==> config.mk <==
export PLATFORM = sky130hd
export DESIGN_NAME = chien_search_par
export DESIGN_NICKNAME = d
export VERILOG_FILES = /design/src/rtl/chien_search_par.sv
export SDC_FILE = /design/constraint.sdc
export NUM_CORES = 2
export LEC_CHECK = 0
export CAP_MARGIN = 20
export CORE_MARGIN = 5
export CORE_UTILIZATION = 57
export DETAILED_ROUTE_END_ITERATION = 16
export PLACE_DENSITY = 0.9
export SLEW_MARGIN = 20
export SYNTH_ARGS = -nofsm -noshare
export SYNTH_HDL_FRONTEND = slang
export SYNTH_SLANG_ARGS = --single-unit
==> constraint.sdc <==
create_clock -name i_clk -period 13.92 [get_ports i_clk]
set_input_delay 2.088 -clock i_clk [delete_from_list [all_inputs] [get_ports i_clk]]
set_output_delay 2.088 -clock i_clk [all_outputs]
set_load 0.01 [all_outputs]
**PDN straps and rails**

Bar = 100 microns. Pins as bars on the die edge.
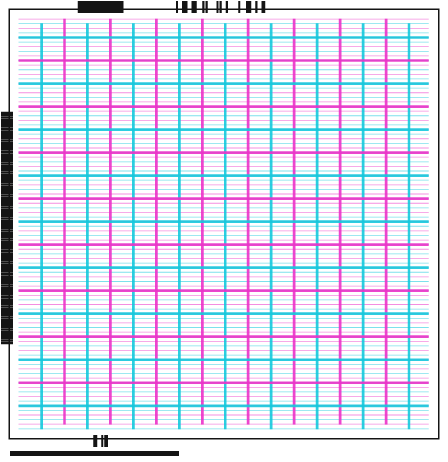
[magenta] VDD
[cyan] VSS
met5 straps: 17
rows: 89
met4 straps: 17
met1 rails: 90
signal pins: 154
core footprint: 58690 sq um
die width: 252.9 microns
die y size: 252.9 microns

**Cells coloured by class**

Bar = 100 microns.
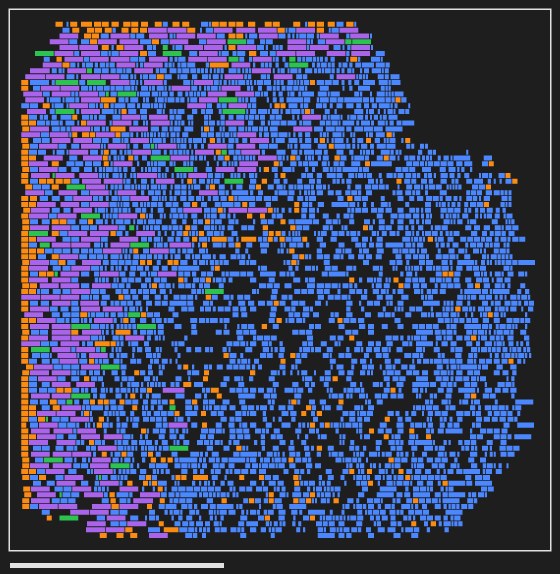
[purple] registers | cells: 259
[green] clock drivers and dummy loads | cells: 47
[blue] remaining logic cells | cells: 3547
[orange] remaining buffers and delay cells | cells: 360
fin util: 63.39%
Final Instance Area: 37200 sq um
Seq area share: 17.47%

**Clock distribution**

Bar = 100 microns.
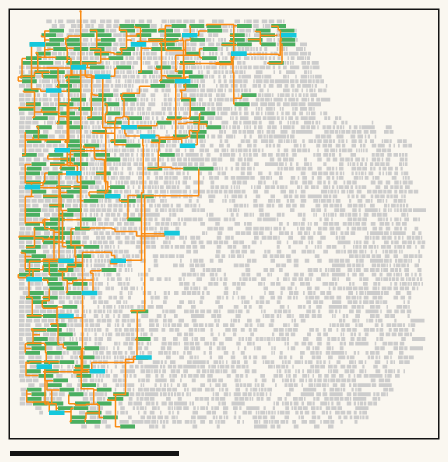
[orange] clock wires | length: 3590 microns
[green] flip-flops | count: 259
[cyan] clock-net drivers | count: 26
routed clock nets: 27
Clock Skews: 0.03232 ns
clk ins delay skew pair: 0.59 ns

==> notes.md <==
flow finished, numbers: Non-clk bufs 360, hold_ws 0.4906 ns, CP most frequent cell ha_1, area fraction in mux cells 10.18%, DP Area 36200 sq um, clock buffer count 32, Reg clk slew, reported paths 0.09 ns, Post-CTS Setup Bufs 0, crit-path max FO 25, floorplan utilization 57.30%, DP HPWL 117400 microns, Simple Share, Synth 13.51%, post-DR wirelength/cell 32.39 microns, Synth cell types 109, Cell Area, Synth 33630 sq um, Diodes inserted 0, drt total wl 161500 microns, root buffer cell clkbuf_16, worst slack, placed 0.3195 ns, first-pass GRT wire length 227900 microns, Layout non-clock buf frac 8.655%, CP endpoint kind flop, Final Hold Viols 0, R2R depth 54, max-cap violation count 0, initial drt markers 7157, CTS tree done, ys flop type dfrtp_1, area leader, netlist xnor2_1, yosys aoi share 20.21%, Largest cells by area xnor2_1, dfrtp_1, xor2_1, CTS Buf Count 26, Layout area overhead 10.62%, # IOs 154, Synth Seq Share 19.28%, largest stage delay on the critical path 0.61 ns, tap cell count 773, number of OpenROAD warnings 62, placed cells 4930, H-tree depth 1, Seq cells post-synth 259, Row Count 89, Setup Crit Path Kind reg2reg, logic area 25170 sq um, vias in the first global route 32910, syn nets 4332, Final Instance Count excl. Fillers 4986, layout cells sized above 1 11.89%, number of enable flip-flop cells 0, YS chip area 33630 sq um, Routed Antenna Nets 0, r2r setup slk 0.63 ns, Area leader share 19.59%, worst slew pin tran 1.281 ns, Final period util 95.45%, flop count 259, Final Max Tran Viols 0, Nets 4369, Yosys top cell by instances xnor2_1, CP Depth 54, invs w/o clock 129, setup ws final 0.6339 ns, CP top delay family simple AND/OR/NAND/NOR gates, min cycle time layout 13.29 ns, CTS Sinks 259, yosys cell count 4157, crit path DRT 14.38 ns, Worst Hold Depth 1, 1st-pass router iterations 8, grt ovf 0, CTS resizes 0, GRT Overall Usage 47.69%, logic share of the area 67.67%, Cells after Synth 4157, Rel. slew slack 13.81%, Sum Neg Setup Slack 0 ns, multi-input gates 3418, crit path DAT 13.75 ns, Adder-Cell Fraction of Synth Area 2.530%, clk buf depth 3, slowest stage cell on the critical path dfrtp_4, Final setup viols 0, FFs w/ async S/R, synth 100.0%, largest net degree at the start of global routing 124, Post-route DRC 0, I/O Buffers 153, XOR Share, Synth 28.08%, initial antenna violation count 1, HP Class reg2reg, cts-stage hold buffer count 0, Clock buf/inv share 2.304%, top cells by count, synth xnor2_1, nand2_1, a21oi_1, via count 35540, Critical path buffers and inverters 7, Vias/cell 7.128, status finished clean, FMAX 75.27 MHz, startpoint types flop, Syn Area/Cell 8.089 sq um, Area-dominant class logic gates, GPL Wtd Cong 1.163, Syn. warnings 0, comb area leader XOR/XNOR gates, FF/Latch Area 6497 sq um, DIE AREA 63950 sq um, Fill cells 4848
## routing by layer
metal	part of all wire [%]	GRT usage, %	up-vias
met4	9.9	32.61	0
met3	18	22.77	995
met5	0	0	-
li1	-	-	14500
met1	34	59.88	16560
met2	38	64.20	3492
## cell usage in the layout (no fill, tap or decap), types with 52 or more instances in the layout
cell	synthesis	layout
nor2_1	275	274
a21oi_1	286	283
dfrtp_1	258	250
clkdlybuf4s50_1	0	152
a22oi_1	52	52
mux2i_1	143	142
o22ai_1	53	53
nand2_1	325	324
ha_1	68	66
nor3_1	61	60
nand3_1	70	70
buf_4	17	195
inv_1	107	105
xnor2_1	752	750
o21ai_0	244	243
mux2_2	153	153
xor2_1	198	196
